==> src/rtl/mips_pkg.sv <==
// Shared MIPS definitions: opcode constants, instruction width, decoded field bundle.
package mips_pkg;

    localparam int unsigned INSTR_W = 32;

    localparam logic [5:0] OP_ANDI = 6'h0C;
    localparam logic [5:0] OP_ORI  = 6'h0D;
    localparam logic [5:0] OP_XORI = 6'h0E;

    // Decoded fields of one instruction lane.
    typedef struct packed {
        logic [5:0]  op;
        logic [5:0]  funct;
        logic [4:0]  rs;
        logic [4:0]  rt;
        logic [4:0]  rd;
        logic [4:0]  sa;
        logic [31:0] imm;
    } fields_t;

    // Occupancy of the IF/ID stage: nothing, main only, main plus skid.
    typedef enum logic [1:0] {
        StEmpty = 2'd0,
        StOne   = 2'd1,
        StTwo   = 2'd2
    } occ_t;

endpackage

==> src/rtl/if_id_fields.sv <==
// Combinational decode of one 32-bit instruction into its field bundle.
module if_id_fields
    import mips_pkg::*;
#(
    parameter bit ZEXT_LOGIC = 1'b1
) (
    input  logic [INSTR_W-1:0] instr,
    output fields_t            fields
);

    logic zext;

    // Split the instruction; logical immediates are zero-extended when enabled.
    always_comb begin
        fields       = '0;
        fields.op    = instr[31:26];
        fields.rs    = instr[25:21];
        fields.rt    = instr[20:16];
        fields.rd    = instr[15:11];
        fields.sa    = instr[10:6];
        fields.funct = instr[5:0];
        zext         = ZEXT_LOGIC && ((instr[31:26] == OP_ANDI) || (instr[31:26] == OP_ORI) ||
                                      (instr[31:26] == OP_XORI));
        fields.imm   = zext ? {16'b0, instr[15:0]} : {{16{instr[15]}}, instr[15:0]};
    end

endmodule

==> src/rtl/if_id_stage.sv <==
// IF/ID pipeline stage: decodes a fetch bundle on entry and holds it in a
// two-entry (main + skid) buffer with valid/ready handshakes and flush.
module if_id_stage
    import mips_pkg::*;
#(
    parameter int unsigned LANES      = 1,
    parameter int unsigned PC_W       = 32,
    parameter bit          ZEXT_LOGIC = 1'b1
) (
    input  logic                       CLK,
    input  logic                       RESET,
    input  logic                       in_valid,
    output logic                       in_ready,
    input  logic [INSTR_W*LANES-1:0]   instr_in,
    input  logic [LANES-1:0]           lane_mask_in,
    input  logic [PC_W-1:0]            pcplus4_in,
    input  logic                       flush,
    output logic                       out_valid,
    input  logic                       out_ready,
    output logic [LANES-1:0]           lane_valid,
    output logic [PC_W-1:0]            pcplus4_out,
    output logic [6*LANES-1:0]         op,
    output logic [6*LANES-1:0]         funct,
    output logic [5*LANES-1:0]         rs,
    output logic [5*LANES-1:0]         rt,
    output logic [5*LANES-1:0]         rd,
    output logic [5*LANES-1:0]         sa,
    output logic [32*LANES-1:0]        imm
);

    fields_t [LANES-1:0] in_fields;
    fields_t [LANES-1:0] m_fields_q;
    fields_t [LANES-1:0] s_fields_q;
    logic    [LANES-1:0] m_mask_q;
    logic    [LANES-1:0] s_mask_q;
    logic    [PC_W-1:0]  m_pc_q;
    logic    [PC_W-1:0]  s_pc_q;
    occ_t                state_q;
    occ_t                state_d;
    logic                in_ready_q;
    logic                accept;
    logic                deliver;
    logic                load_m_in;
    logic                load_m_s;
    logic                load_s;

    for (genvar g = 0; g < LANES; g++) begin : g_lane
        if_id_fields #(
            .ZEXT_LOGIC (ZEXT_LOGIC)
        ) u_fields (
            .instr  (instr_in[INSTR_W*g +: INSTR_W]),
            .fields (in_fields[g])
        );

        assign op[6*g +: 6]     = m_fields_q[g].op;
        assign funct[6*g +: 6]  = m_fields_q[g].funct;
        assign rs[5*g +: 5]     = m_fields_q[g].rs;
        assign rt[5*g +: 5]     = m_fields_q[g].rt;
        assign rd[5*g +: 5]     = m_fields_q[g].rd;
        assign sa[5*g +: 5]     = m_fields_q[g].sa;
        assign imm[32*g +: 32]  = m_fields_q[g].imm;
    end

    assign in_ready    = in_ready_q;
    assign out_valid   = (state_q != StEmpty);
    assign lane_valid  = m_mask_q;
    assign pcplus4_out = m_pc_q;

    // Occupancy next state and which register loads from where.
    always_comb begin
        accept    = in_valid && in_ready_q && !flush;
        deliver   = (state_q != StEmpty) && out_ready;
        state_d   = state_q;
        load_m_in = 1'b0;
        load_m_s  = 1'b0;
        load_s    = 1'b0;
        unique case (state_q)
            StEmpty: begin
                if (accept) begin
                    state_d   = StOne;
                    load_m_in = 1'b1;
                end
            end
            StOne: begin
                if (accept && deliver) begin
                    load_m_in = 1'b1;
                end else if (accept) begin
                    state_d = StTwo;
                    load_s  = 1'b1;
                end else if (deliver) begin
                    state_d = StEmpty;
                end
            end
            StTwo: begin
                // in_ready is low here, so only a delivery can happen.
                if (deliver) begin
                    state_d  = StOne;
                    load_m_s = 1'b1;
                end
            end
            default: state_d = StEmpty;
        endcase
        if (flush) begin
            state_d = StEmpty;
        end
    end

    // State, registered ready, and the main/skid entries.
    always_ff @(posedge CLK) begin
        if (RESET) begin
            state_q    <= StEmpty;
            in_ready_q <= 1'b1;
            m_fields_q <= '0;
            s_fields_q <= '0;
            m_mask_q   <= '0;
            s_mask_q   <= '0;
            m_pc_q     <= '0;
            s_pc_q     <= '0;
        end else begin
            state_q    <= state_d;
            in_ready_q <= (state_d != StTwo);
            if (load_m_in) begin
                m_fields_q <= in_fields;
                m_mask_q   <= lane_mask_in;
                m_pc_q     <= pcplus4_in;
            end else if (load_m_s) begin
                m_fields_q <= s_fields_q;
                m_mask_q   <= s_mask_q;
                m_pc_q     <= s_pc_q;
            end
            if (load_s) begin
                s_fields_q <= in_fields;
                s_mask_q   <= lane_mask_in;
                s_pc_q     <= pcplus4_in;
            end
        end
    end

endmodule

==> config.mk <==
export PLATFORM = sky130hd
export DESIGN_NAME = if_id_stage
export DESIGN_NICKNAME = d
export VERILOG_FILES = /design/src/rtl/mips_pkg.sv /design/src/rtl/if_id_fields.sv /design/src/rtl/if_id_stage.sv
export SDC_FILE = /design/constraint.sdc
export NUM_CORES = 1
export LEC_CHECK = 0
export CAP_MARGIN = 5
export CORE_MARGIN = 8
export CORE_UTILIZATION = 50
export DETAILED_ROUTE_END_ITERATION = 12
export PLACE_DENSITY = 0.85
export SETUP_SLACK_MARGIN = 0.1
export SLEW_MARGIN = 20
export SYNTH_ARGS = -nofsm -noshare
export SYNTH_HDL_FRONTEND = slang
export SYNTH_SLANG_ARGS = --single-unit
export TNS_END_PERCENT = 10
==> constraint.sdc <==
create_clock -name CLK -period 2 [get_ports CLK]
set_clock_uncertainty 0.05 [all_clocks]
set_input_delay 0.3 -clock CLK [delete_from_list [all_inputs] [get_ports CLK]]
set_output_delay 0.3 -clock CLK [all_outputs]
set_load 0.02 [all_outputs]
==> writeup.txt, run 1 <==
The setup check on the worst reg-to-reg path leaves a slack of 400 ps. For this block, the initial DRC count from the detailed router was 683. The number of antenna violations at the first check in global routing was 0. Total count of hold-check failures in the final report: 0. Synthesis produced a netlist with a net count of 800.

OpenSTA lists the critical path startpoint as imm[30]. The largest total area in the synthesized netlist belongs to dfxtp_1. For the number of detailed-routing iterations run before antenna repair, the log shows 5. For the post-place instance area, the log shows 7930 um^2. In this run, placement finished with an instance count of 985. With the post-route fraction of the period consumed by the critical path at 92.1%, the count of nets left with antenna violations after detail routing is 0. The share of the yosys chip area belonging to registers came out at 43.1%. The layout report gives the register share of total cell area as 31.9%. Measured on the final layout, the clock distribution area share stands at 6.30%.

The switching component of the power is 1.70 mW. Setup repair after global routing left no endpoint under its margin. For reference, the critical path cell chain is clkdlybuf4s50_1.

Per the synth log, the flip-flop and latch total comes to 135. The portion of total power attributed to the clock network is 42.2%. CTS placed an instance of clkbuf_16 at the clock tree root.

Across all setup checks in the final design, the least slack found is 158 ps. The number of buffers inserted to repair setup after CTS came out at 0. In this run the worst setup path terminates at imm[28].

Sequential cells burn 42.2% of the power. The report shows a maximum critical-path fanout of 17. The time the final worst path needs with I/O delays and setup was 1840 ps. The tools report the core utilization before placement as 50.5%. Buffers placed on the I/O ports in this run total 168. Non-clock buffering takes up 24.6% of total cell area after layout. In this run the most used layer during global routing was met2. The most used flip-flop cell was dfxtp_1. The logs give 16400 um^2 for the area of the die and 34.2% for the global-route met2 utilization. The run gives 11400 um for the detailed-placement wirelength estimate. Summed over all routing layers, the global router reports a total usage of 21.1%. The run gives 17 as the TritonCTS buffer count. The run reported a max-capacitance violation count of 0. For this run, design rule violations remaining after detail routing come to 0.

The global-route met1 utilization came out at 26.5%. The number of logic inverters in the finished layout came out at 0. The cell area after synthesis was 6270 um^2; the fraction of final layout cells with drive strength greater than 1 was 13.6%. The run finished with clean final reports. Of the total standard cell area in the layout, the multi-input combinational portion is 34.6%. The timing report attributes the biggest portion of critical-path delay to buffers and inverters. TritonCTS built the clock tree.

Across all stage logs, warnings added up to 27. The number of failing setup endpoints in the final timing report came out at 0. The worst setup path is launched from a flop. For this run, the slowest stage of the critical path takes 640 ps. The endpoint of the lowest-slack register-to-register path is pcplus4_out[17].

The tools report the number of antenna diodes as 0. Leaving out filler cells and counting taps, the final layout contains 1012. In the final routed layout, each cell accounts on average for 17.5 um. With the wire length of the first global-routing pass at 28200 um, the post-route total power is 6.81 mW. For the combinational group, total power comes out at 1.06 mW.

For the pin with the worst max-slew slack, the measured transition is 681 ps. In the routed layout, each cell is associated on average with a via count of 5.73. For the worst-skew pair, the clock arrives at the later sink with an insertion delay of 410 ps. Of the post-synthesis cell area, the dominant cell type holds 43.1%. With the total buffers and inverters traversed by the critical path at 1, the power dissipated in sequential cells is 2.87 mW.

The worst setup path is captured at an output port. The worst-case reg-to-reg path depth is 4. Per the layout area report, the combinational gate area comes to 2930 um^2.

The number of flops mapped to enable cells by yosys is 0, and the tally of unique sky130hd cells used after synthesis is 31. The max-slew check reports its worst relative slack as 54.6%. After technology mapping, the gate count stands at 730. Per the post-place timing report, worst setup slack is 13.9 ps.

The detailed router put a total of 7510 um of wire on met1. The script extracted a total leakage power of 2.81 nW. Slowest cell on the critical path: clkdlybuf4s50_1.

The critical path in this run is classified as flop to output port. Fill cells in the final layout number 986. Detailed routing placed a total of 8560 um of wire on met2. For the worst IR drop on VDD, the log shows 0.504 mV.

Gates resized during post-CTS repair numbered 2. Via count of the first global-routing pass: 5542.
-- run 1: sequential cells by signal, summed over array words and instances, names as in the netlist --
| signal | count |
|---|---|
| imm | 4 |
| op | 6 |
| in_ready | 1 |
| lane_valid | 1 |
| rs | 5 |
| rd | 4 |
| rt | 5 |
| sa | 4 |
| funct | 5 |
| s_pc_q | 32 |
| s_fields_q | 33 |
| state_q | 2 |
| pcplus4_out | 32 |
| s_mask_q | 1 |
-- run 1: synth_stat cells, types with 2 or more instances --
master / n
a21oi_1: 67
a311oi_1: 12
a311oi_2: 53
buf_2: 28
buf_4: 43
buf_6: 6
clkbuf_1: 34
dfxtp_1: 135
mux2i_1: 2
nand2_1: 130
nand2b_1: 2
nand3_1: 65
nand3b_1: 2
nor3_1: 65
o21ai_0: 67
o22ai_1: 2
or3_1: 3
-- run 1: placed cells by master (no fill, tap or decap), types with 2 or more instances in the layout --
master           netlist  routed
dlymetal6s2s_1         0       5
mux2i_1                2       2
nor3_1                65      65
clkbuf_16              0      17
a311oi_2              53      53
o21ai_0               67      67
nand2_1              130     130
clkinv_2               0       4
nand3b_1               2       2
a21oi_1               67      67
nand3_1               65      65
clkbuf_8               0       4
buf_12                 0      16
a311oi_1              12      12
nand2b_1               2       2
or3_1                  3       3
o22ai_1                2       2
dfxtp_1              135     134
clkdlybuf4s50_1        0     161
buf_4                 43      11
-- run 1: cell families (layout without fill, tap and decap cells) --
| family | count (synthesis) | count (layout) | share of synthesized area (%) |
|---|---|---|---|
| AND-OR/OR-AND | 204 | 204 | 25.6 |
| flip-flops | 135 | 135 | 43.1 |
| AND/OR/NAND/NOR | 278 | 278 | 20.4 |
| multiplexers | 2 | 2 | 0.319 |
| buffers and inverters | 111 | 221 | 10.5 |
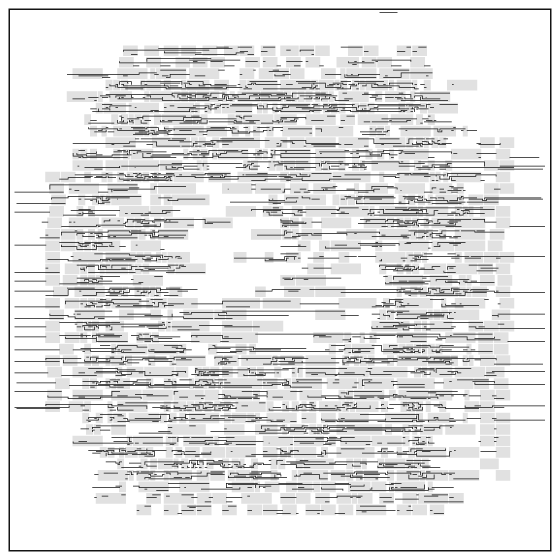
Fig. 1. Metal 1 (run 1).
Cells faint in the background.
main direction: horizontal
share of all routed wire: 42%
nets with wire on the layer: 786
wire length on this layer: 7510 um

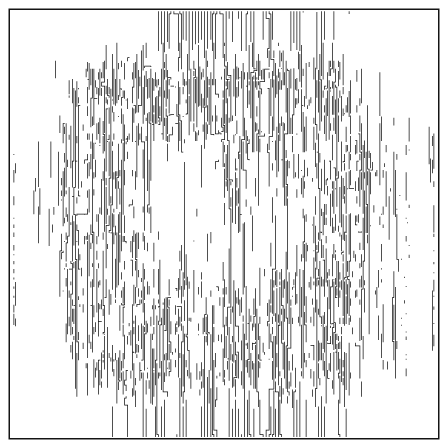
Fig. 2. Signal wires on met2 (run 1).
wire length on this layer: 8560 um
share of all routed wire: 48%
nets with wire on the layer: 771
longest straight run: 49.3 um

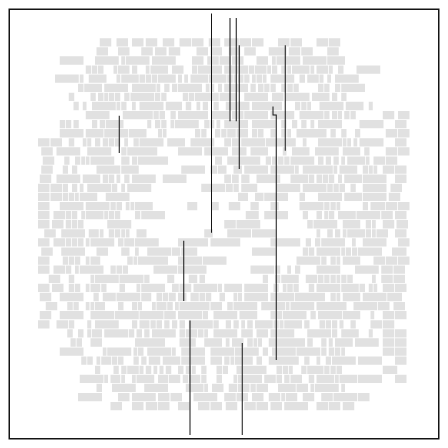
Fig. 3. Metal 4 (run 1).
Cells faint in the background.
longest straight run: 73.1 um
nets with wire on the layer: 8
vias after detailed routing: 5800
Final Routed Wirelength: 17700 um

Fig. 4: run 1, routing congestion map
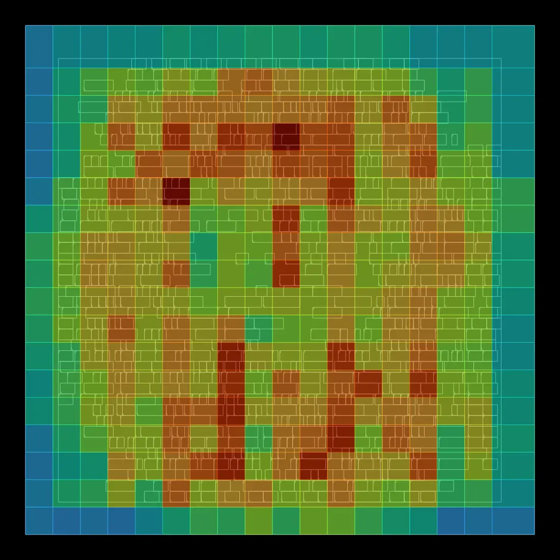

--- run 2 (diff from run 1) ---
- clock period: 2 -> 2.2 ns (I/O delays scaled with it)
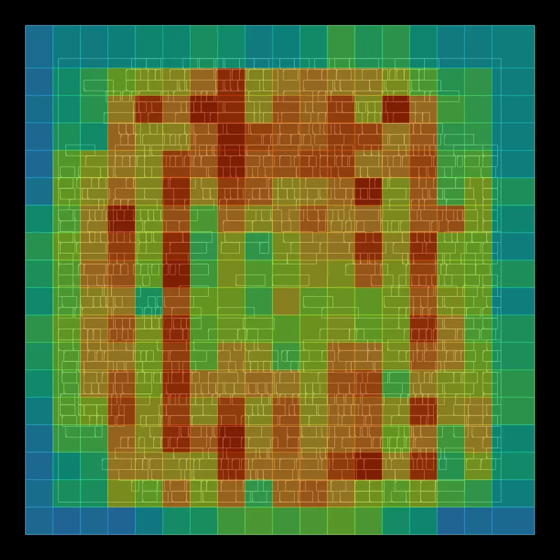
Fig. 5. Routing congestion map (run 2).
GR Layer Usage met1: 25.7%
Layout Utilization: 68.7%
average detailed-routed wire length per instance: 17.7 um
global routing usage on met3: 5.32%
met2 Resource Use GR: 37.5%

==> run 2 against run 1 <==
Critical path depth is the same. Global-route usage grew 0.64 points. Synthesized cell count is the same. Final cell count grew 0.49%. Routed wire length grew 1.8%. Sequential share of layout area shrank 0.23 points. Largest power group is now the clock network. Die area is the same. Cell area grew 0.68%. Register-to-register slack gained 200 ps. Worst hold slack gained 26 ps. Utilization grew 0.46 points. Via count grew 2.2%.
==> writeup.txt, run 2 <==
Port buffering added 168 buffers. Summed over its instances, the top area cell type makes up 43.1% of the synthesized netlist area. The cell sitting at the root of the clock tree is a clkbuf_16. For reference, the most critical setup path is categorized as flop to output port. Looking at the critical path, the single cell with the biggest stage delay is clkdlybuf4s50_1. The number of flip-flops in the largest register works out to 33. For reference, the final report shows the hold violation count at 0. A synthesized cell averages 8.59 um^2.

The run gives 0 as the total grt overflow. The run gives 0 for the number of buffers inserted by hold repair at cts. In the routed layout, each cell is associated on average with a via count of 5.83. With the cell area after synthesis at 6270 um^2, the transition time at the pin with the least slew margin is 683 ps. The run gives 0 for the number of flops mapped to enable cells by yosys. After clock tree synthesis, the setup repair step added 0 buffers. The final layout contains 902 nets.

For the standard cell core area, the log shows 12400 um^2. With the worst path required time at 1820 ps, the routability-driven placement congestion ratio is 0.794. The fraction of final layout cells with drive strength greater than 1 works out to 14.2%. The top cell type by total area after synthesis was dfxtp_1. The worst IR drop on VDD came out at 0.417 mV. The arrival time of data at the worst endpoint is listed as 1590 ps. The run reported a max-capacitance violation count of 0. The flow ran to the end, and the final reports show no timing, DRC or antenna violations. Maximum clock frequency: 0.507 GHz.

The cell class contributing the biggest share of worst-path delay is buffers and inverters. Before antenna repair, the detailed router went through 8 iterations. The run gives 0 for the number of antenna diodes.

The cell count after synthesis was 730. Leaving out fill and tap cells, the most frequent cell in the layout is clkdlybuf4s50_1. Counting the warning lines in the Yosys log gives 0.

After layout, the minimum clock period comes to 1970 ps. The script parses the final routing iteration and logs DRC violations as 0. The run gives 135 for the synthesized flop and latch total. After detailed routing, the met3 layer carries 1260 um of wire. Clock edge transition at the registers on the reported setup and hold paths: 60 ps. The library cells used most frequently in the layout, excluding fill and tap cells, are clkdlybuf4s50_1, dfxtp_1, nand2_1, o21ai_0, a21oi_1. The static leakage power was 2.77 nW. In this run the top signal layer used is met4.

The worst-case clock buffer depth came out at 2. Detailed routing placed a total of 8970 um of wire on met2. The power density normalized to cell area was 779 nW/um^2.

The critical-path maximum fanout works out to 17. Detailed placement ended at an HPWL of 11700 um. Tally of unique sky130hd cells used after synthesis: 31.

The design area is 8530 um^2. From left edge to right edge, the die measures 128 um. The tools report the number of antenna violations at the first check in global routing as 0. The run gives 0 as the count of nets left with antenna violations after detail routing. The dominant cell by count in the synthesized netlist was dfxtp_1. For reference, the final report shows the max-slew violation count at 0. The later pin in the worst-skew pair is clocked with a latency of 410 ps. TritonCTS built the clock tree.

The proportion of register bits with asynchronous set or reset after synthesis was 0%; the total negative slack for setup checks was 0 ps. With the delay contributed by the slowest stage of the critical path at 690 ps, the pin count of the biggest net entering global routing is 69. The number of cell instances after yosys synthesis was 730. When the netlist entered floorplanning its net count stood at 800.

With the via count of the first global-routing pass at 5770, the number of failing setup endpoints in the final timing report is 0. The max-slew check reports its worst relative slack as 54.5%. For the number of ports placed on the die boundary, the log shows 169. The main area contributors are dfxtp_1, a311oi_2, nand2_1, a21oi_1, o21ai_0. The total buffers and inverters traversed by the critical path was 1.

Once iteration 0 of detailed routing completed, the report listed 629 DRC markers. The number of gates resized after CTS was 1. By count the netlist is led by dfxtp_1, nand2_1, a21oi_1, o21ai_0. In this run the critical path is formed by clkdlybuf4s50_1. The worst setup path is launched from a flop.

Worst min-delay path category: input pin to flop. TritonCTS created 17 clock buffers. Endpoint class of the critical path: an output port.

The post-route fraction of the period consumed by the critical path came out at 89.7%. Detailed routing inserted a total of 5928 vias. For the summed standard-cell area reported by yosys, the log shows 6270 um^2. The CTS log lists the clock sinks for this run as 135. In the per-layer summary, the met1 wirelength comes to 7490 um. Summing the sequential cell areas from Yosys gives 43.1% of the chip area. The die height is 128 um, and the relative area change from synthesis to final layout is 36.1%. Ranked by flip-flop count, first place goes to s_fields_q. Across all stage logs, warnings added up to 27. The wire length of the first global-routing pass was 29100 um. The most used flip-flop cell was dfxtp_1. Setup repair after global routing left no endpoint under its margin.

The level count of the clock H-tree is 4, and the post-route total power is 6.65 mW. Global routing consumed, over all layers together, 21.7% of the routing resources. The post-place instance area came out at 7880 um^2. The total length of routed wires is 18000 um.

The area of the die is 16400 um^2. According to the floorplan log, the row count is 41. The initial utilization of the core area, before any placement, comes to 50.5%.
run 2: stage by stage:
step | instances | hold WS [ps] | setup slack [ps] | utilization [%]
floorplan | 730 | 356 | 734 | -
global placement | 985 | 410 | 190 | 63.4
detailed placement | 985 | 416 | 123 | 63.4
CTS | 1017 | 397 | 96.0 | 68.7
global route | 1017 | 423 | 148 | 68.7
finish | 1017 | 417 | 227 | 68.7
run 2: final cells by class:
| type | count | area (um^2) |
|---|---|---|
| tap | 172 | 215 |
| fill | 993 | 3880 |
| multi-input combinational | 484 | 2930 |
| timing repair buffer | 194 | 2030 |
| sequential | 135 | 2710 |
| clock buffer | 22 | 484 |
| clock inverter | 10 | 168 |
run 2: worst paths after layout:
path                            startpoint        endpoint  slack (ps)  cells past startpoint
worst max-delay path               imm[30]         imm[30]         230                      1
worst min-delay path                 RESET  s_fields_q[44]         420                      2
worst max register to register  state_q[0]  pcplus4_out[5]         600                      4
worst min register to register  s_pc_q[31]      s_pc_q[31]         420                      2
run 2: metal layers:
layer,track usage [%],vias to the layer above
met5,0,-
met4,7.76,0
met3,5.32,24
met2,37.5,248
met1,25.7,2851
li1,-,2805
run 2: power breakdown:
| group | total, mW | switching [mW] | internal, mW | leakage, nW |
|---|---|---|---|---|
| Sequential | 2.61 | 0.0645 | 2.54 | 1.10 |
| Clock | 3.09 | 1.06 | 2.02 | 0.305 |
| Combinational | 0.958 | 0.503 | 0.455 | 1.36 |
| Total | 6.65 | 1.63 | 5.02 | 2.77 |
run 2: logic make-up after synthesis:
kind of cell | share of synthesized area [%]
and+or+nand+nor | 20.4
AOI/OAI and AO/OA | 25.6
DFF | 43.1
buffers and inverters | 10.5
muxes | 0.319
Power and IR drop assume default switching activity.
